run_1/clock_map.png
Bar = 20 um.
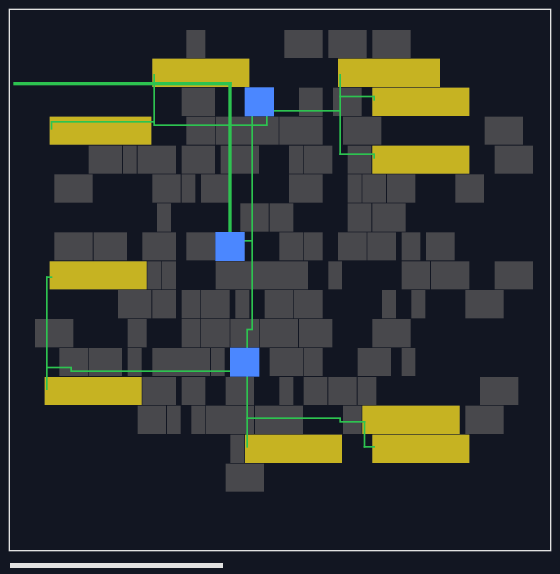
run_1/final_clocks.png
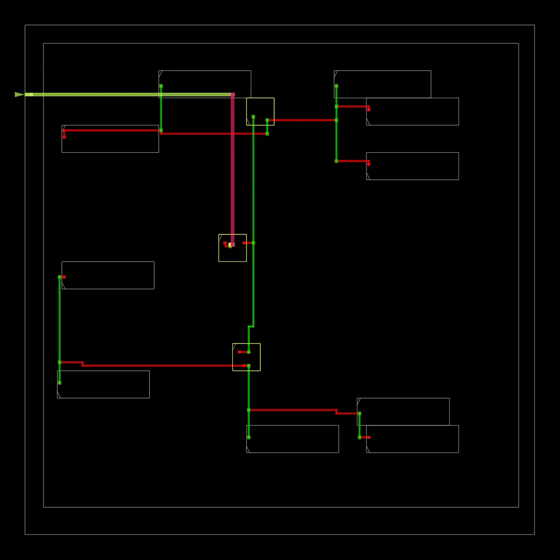
run_1/port_nets.png
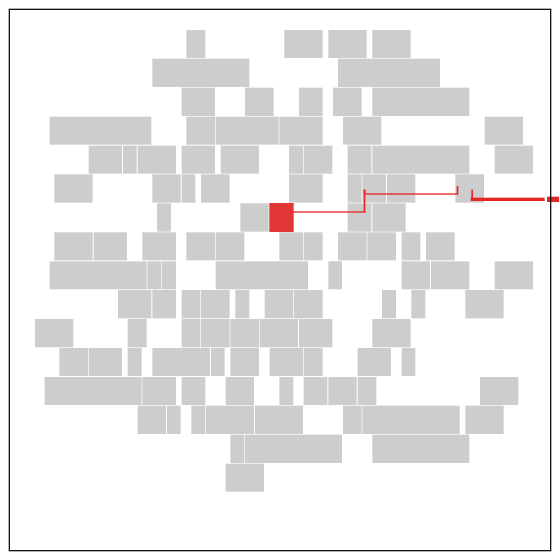
run_1/metal_stack.png
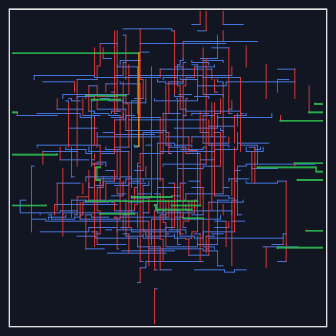
Design param_binary_counter, sky130hd; sources not shown.
==> results.txt, run 1 <==
The synthesis and place-and-route flow finished, so here is a summary.

STA reports the tightest min-delay check as being of type primary input to asynchronous set/reset pin. The aggregate negative setup slack came out at 0 ns. The transition time at the pin with the least slew margin came out at 0.4783 ns. The post-synthesis share of cell area spent on full adders, half adders and majority gates came out at 0.04695. The number of gates given a new drive strength after cts is 0. The register with the most flip-flops in the layout has 8 of them. In this run the core area contains 17 standard-cell rows.

The largest driver fanout on the critical path came out at 5. In this run, post-CTS hold repair placed 0 buffers. The net switching fraction of the power came out at 0.3634. The multiplexer area fraction after synthesis came out at 0.

The run finished with clean final reports. Data on the critical path arrives at its endpoint at 1.69 ns. The xor and xnor fraction of the mapped netlist area came out at 0.02191. After synthesis, the share of flip-flops with an asynchronous set or reset is 1.000. The share of the cycle needed by the critical path after routing is 0.9398.

The count of endpoints failing hold in the final timing report came out at 0. The fraction of power consumed by sequential logic came out at 0.406. The post-synthesis sequential area ratio is 0.3130. Of the total synthesized cell area, the portion taken by AND-OR and OR-AND cells is 0.2833.

The net count after synthesis is 106. For this design the static power due to leakage is ~0.00045 uW. The highest supply drop recorded on VDD is 0.0002749 V.

Data on the critical path is required at its endpoint by 1.83 ns. The count of final setup violators came out at 0. The number of antenna repair diodes is 0. In the Yosys stats the netlist draws on 45 distinct library cells. In this run the register-to-register setup slack is between 0.6 and 0.7 ns.

The overall die height came out at 50.80 um. The clock tree buffer depth came out at 2. The mean number of vias per cell is 6.000. The remaining global-route overflow is 0. TritonCTS built the clock tree.

The minimum setup slack in the final design came out at approximately 0.14 ns. The cell area after synthesis came out at 799.5 um^2. The pre-CTS setup slack came out at 0.1716 ns. The via count of the first global-routing pass is around 750. After detailed routing, the number of remaining DRC violations is 0. The count of flip-flops with a built-in enable after synthesis came out at 0. The clock-pin slew on the worst setup and hold paths is 0.07 ns. The wire length of the first global-routing pass is 3415 um.

The largest net degree at the start of global routing is 12. The main area contributors are dfrtp_1 31%, ha_1 4.7%, nor2_1 3.8%. The number of antenna violations at the first check in global routing is 0. The chip area in the Yosys report came out at 799.5 um^2.
## Picture notes: clock_map.png
blue -> cells driving clock nets  # count 3
yellow -> flip-flops  # count 10
green -> clock wires  # length 163 um
routed clock nets = 4
clock power share: 0.239
clock insertion delay at the later pin of the skew report: 0.26 ns
power dissipated in the clock network: 119 uW

## Picture notes: final_clocks.png
number of buffers created by CTS: 3
number of flip-flops and latches: 10
Sink Count: 10
final-layout clock buffer total: 3

## Picture notes: port_nets.png
red -> tc  # bits 1, direction output, edge right, end cells 1, buffers 1, wire 26.2 um
IO Port Bufs: 15
boundary pin count: 25

## Picture notes: metal_stack.png
green -> met3  # wire length 131 um
orange -> met4  # wire length 15.0 um
red -> met2  # wire length 933 um
blue -> met1  # wire length 944 um
Routed wire per std cell: 14.77 um
wire length after detailed routing: 2023 um
gr usage total: 0.1770

## run 1: power groups by stage
stage | Combinational [uW] | Sequential (uW) | Clock (uW)
after global placement | 174 | 204 | 0
after floorplan | 97.3 | 217 | 0
after global routing | 193 | 205 | 130
final | 177 | 202 | 119
after CTS | 176 | 201 | 122
after detailed placement | 175 | 205 | 0
## run 1: cell usage in the layout (no fill, tap or decap), types with 3 or more instances in the layout
cell type	netlist	routed
clkdlybuf4s50_1	0	14
nor2_1	8	8
dfrtp_1	10	8
buf_4	0	7
nand2_1	5	5
a21oi_1	5	5
inv_1	4	4
nand4_1	3	3
o211ai_1	3	3
o22a_1	3	3
clkbuf_4	0	3
## run 1: per-layer routing
| layer | share of wire | GRT usage | vias up |
|---|---|---|---|
| li1 | - | - | 385 |
| met1 | 0.47 | 0.2265 | 404 |
| met5 | 0 | 0 | - |
| met4 | 0.0069 | 0.09009 | 0 |
| met2 | 0.46 | 0.2829 | 31 |
| met3 | 0.065 | 0.03274 | 2 |
## run 1: metrics by stage
stage	util	cells	area, um^2	hold slack, ns	power (uW)
2_1_floorplan	-	89	799.5	0.1244	314.5
3_3_place_gp	0.4609	134	1010	0.5834	378.1
3_5_place_dp	0.4609	134	1010	0.5939	379.4
4_1_cts	0.4712	137	1032	0.5081	499.1
5_1_grt	0.4746	137	1040	0.5063	528.7
6_report	0.4746	137	1040	0.4795	498.7
## run 1: cell type report
type,count,area [um^2]
fill,208,1151
multi-input combinational,70,518.0
tap,28,35.03
inverter,5,18.77
clock buffer,3,22.52
timing repair buffer,21,192.7
sequential,10,252.7
## run 1: cell usage after synthesis (3+ instances only)
master,number
a21oi_1,5
dfrtp_1,10
ha_1,3
inv_1,4
nand2_1,5
nand4_1,3
nor2_1,8
o211ai_1,3
o22a_1,3
## run 1: kinds of logic (layout without fill, tap and decap cells)
| family | count (synthesis) | after routing |
|---|---|---|
| adders and majority gates | 3 | 3 |
| buffers and inverters | 9 | 29 |
| and+or+nand+nor | 35 | 35 |
| AOI/OAI and AO/OA | 30 | 30 |
| xor gates and xnor gates | 2 | 2 |
| DFF | 10 | 10 |
## run 1: critical path, cell delays in order (launching register included)
cell	delay [ns]
dfrtp_2	0.40
ha_2	0.24
and4_4	0.25
nor4b_4	0.21
nand2b_1	0.16
buf_4	0.17
--- run 2 (diff from run 1) ---
--- a/config.mk
+++ b/config.mk
@@ -10,6 +10,7 @@
 export CORE_UTILIZATION = 35
 export CTS_CLUSTER_SIZE = 28
 export DETAILED_ROUTE_END_ITERATION = 16
+export SKIP_CTS_REPAIR_TIMING = 1
 export SLEW_MARGIN = 25
 export SYNTH_ARGS = -nofsm -noshare
 export SYNTH_HDL_FRONTEND = slang
run_2/gate_families.png
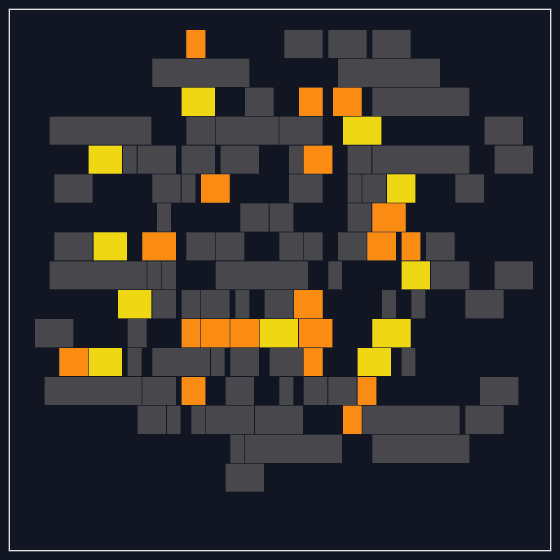
yellow -> AND-OR and OR-AND gates  # cells 11, most used o22a_1
orange -> inverting AOI/OAI gates  # cells 19, most used a21oi_1
proportion of cell area occupied by multi-input gates: 0.4982
count of placed standard cells in the final layout, fillers left out: 137
highest-count logic cell in the final layout: clkdlybuf4s50_1

run_2/port_nets.png
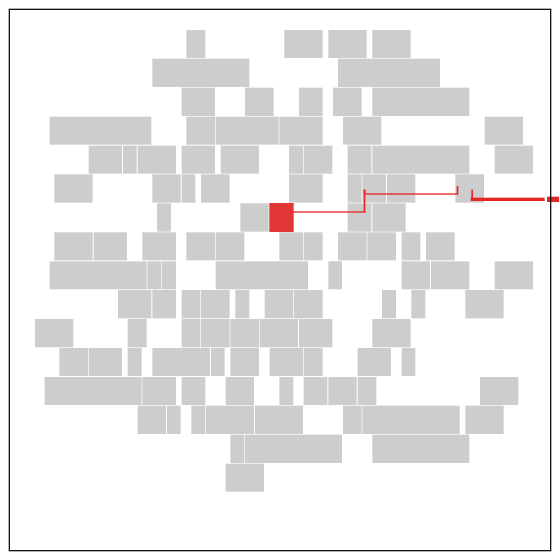
red -> tc  # bits 1, direction output, edge right, end cells 1, buffers 1, wire 26.2 um

==> run 2 against run 1 <==
Combinational power about the same. Total power unchanged. Cell area unchanged. Sequential cell count unchanged. Sequential share of layout area unchanged. Count of clock-buffer cells in the layout unchanged. Critical endpoint unchanged. Register-to-register slack about the same. Worst setup slack unchanged. Synthesized cell count unchanged. First-iteration DRC count unchanged.
==> results.txt, run 2 <==
The synthesis and place-and-route flow finished, so here is a summary.

The number of max-slew violations in the final report is 0. Clock tree synthesis found a total of 10 sinks. The remaining design rule violation count came out at 0. The final-layout fill cell count came out at 208. The endpoint required time on the critical path is about 1.8 ns. Wires add up to 2023 um. The post-synthesis sequential area ratio came out at 0.3130. The final antenna diode tally reported by the flow is 0. The mean routed wirelength per cell came out at 14.77 um. The tightest min-delay check is of the primary input to asynchronous set/reset pin type.

The main area contributors are dfrtp_1 31%, ha_1 4.7%, nor2_1 3.8%. The run finished with clean final reports. The share of the cycle needed by the critical path after routing is 0.9398.

The synthesized design contains 0 enable-type register cells. The number of instances in the placed design came out at 134. The count of endpoints failing hold in the final timing report came out at 0. On the reported timing paths, the clock transition at the registers reads 0.07 ns. The remaining global-route overflow came out at 0. As reported, the later end of the worst-skew pair has a clock insertion delay of roughly 0.26 ns.

The flip-flop count of the largest register, all copies and words added is 8. Yosys instantiated no cell more often than dfrtp_1. Counting distinct cell types in the post-synthesis netlist gives 45.

The first-pass detailed-route iteration total is 4. The overall die height is 50.80 um. The net count after synthesis came out at 106. The via count of the first global-routing pass came out at 753. The count of final setup violators came out at 0. As logged by OpenROAD, the buffers inserted on ports number 15. The aggregate negative setup slack came out at 0 ns. The first global-routing pass estimated 3415 um of wire. Per the cell usage report, the commonest logic cells after layout are 14 x clkdlybuf4s50_1, 8 x nor2_1, 8 x dfrtp_1. Data on the critical path arrives at its endpoint at 1.69 ns.

The worst-case reg-to-reg setup slack stands at about 0.61 ns. The number of antenna violations at the first check in global routing is 0. The cell area after synthesis came out at 799.5 um^2.

The number of buffers created by CTS came out at 3. TritonCTS built the clock tree. The leakage component of the power is 0.0004470 uW.

The total I/O pin count came out at 25. The largest net degree at the start of global routing is 12. The mean number of vias per cell came out at roughly 6. The post-synthesis async set-or-reset flop share came out at 1.000.
run_2/metal_stack.png
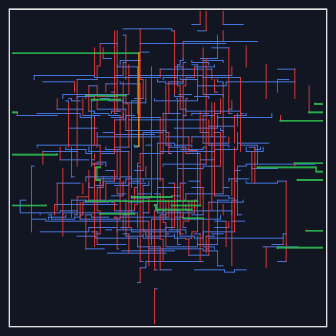
orange -> met4  # wire length 15.0 um
red -> met2  # wire length 933 um
green -> met3  # wire length 131 um
blue -> met1  # wire length 944 um
total via count in the routed design: 822

run 2: cell counts after synthesis:
Identical to the previous run, type by type.
run 2: final cells by class:
type	instances	area, um^2	area share
multi-input combinational	70	518.0	0.4982
tap	28	35.03	0.03369
inverter	5	18.77	0.01805
sequential	10	252.7	0.2431
clock buffer	3	22.52	0.02166
timing repair buffer	21	192.7	0.1853
run 2: report_power, final:
part	switching, uW	internal, uW
logic	101	76.2
registers	20.3	182
clock network	60.0	59.1
run 2: worst max-delay path: stages, from the launching register on:
cell      delay, ns
dfrtp_2        0.40
ha_2           0.24
and4_4         0.25
nor4b_4        0.21
nand2b_1       0.16
buf_4          0.17
run 2: per-stage QoR:
step	area, um^2	hold slack, ns	utilization	setup WS, ns	total power (uW)
floorplan	799.5	0.1244	-	0.1220	314.5
global placement	1010	0.5834	0.4609	0.1746	378.1
detailed placement	1010	0.5939	0.4609	0.1716	379.4
CTS	1032	0.5081	0.4712	0.05299	499.1
global route	1040	0.5063	0.4746	0.01027	528.7
finish	1040	0.4795	0.4746	0.1415	498.7
run 2: logic make-up after synthesis:
group / share of synthesized area
xor+xnor: 0.02191
fa+ha+maj: 0.04695
flops: 0.3130
compound gates: 0.2833
simple gates: 0.2895
buf+inv: 0.04538
run 2: routing by layer:
metal | global-route usage | share of wire
met1 | 0.2265 | 0.47
met2 | 0.2829 | 0.46
met3 | 0.03274 | 0.065
met4 | 0.09009 | 0.0069
met5 | 0 | 0
Power and IR drop assume default switching activity.
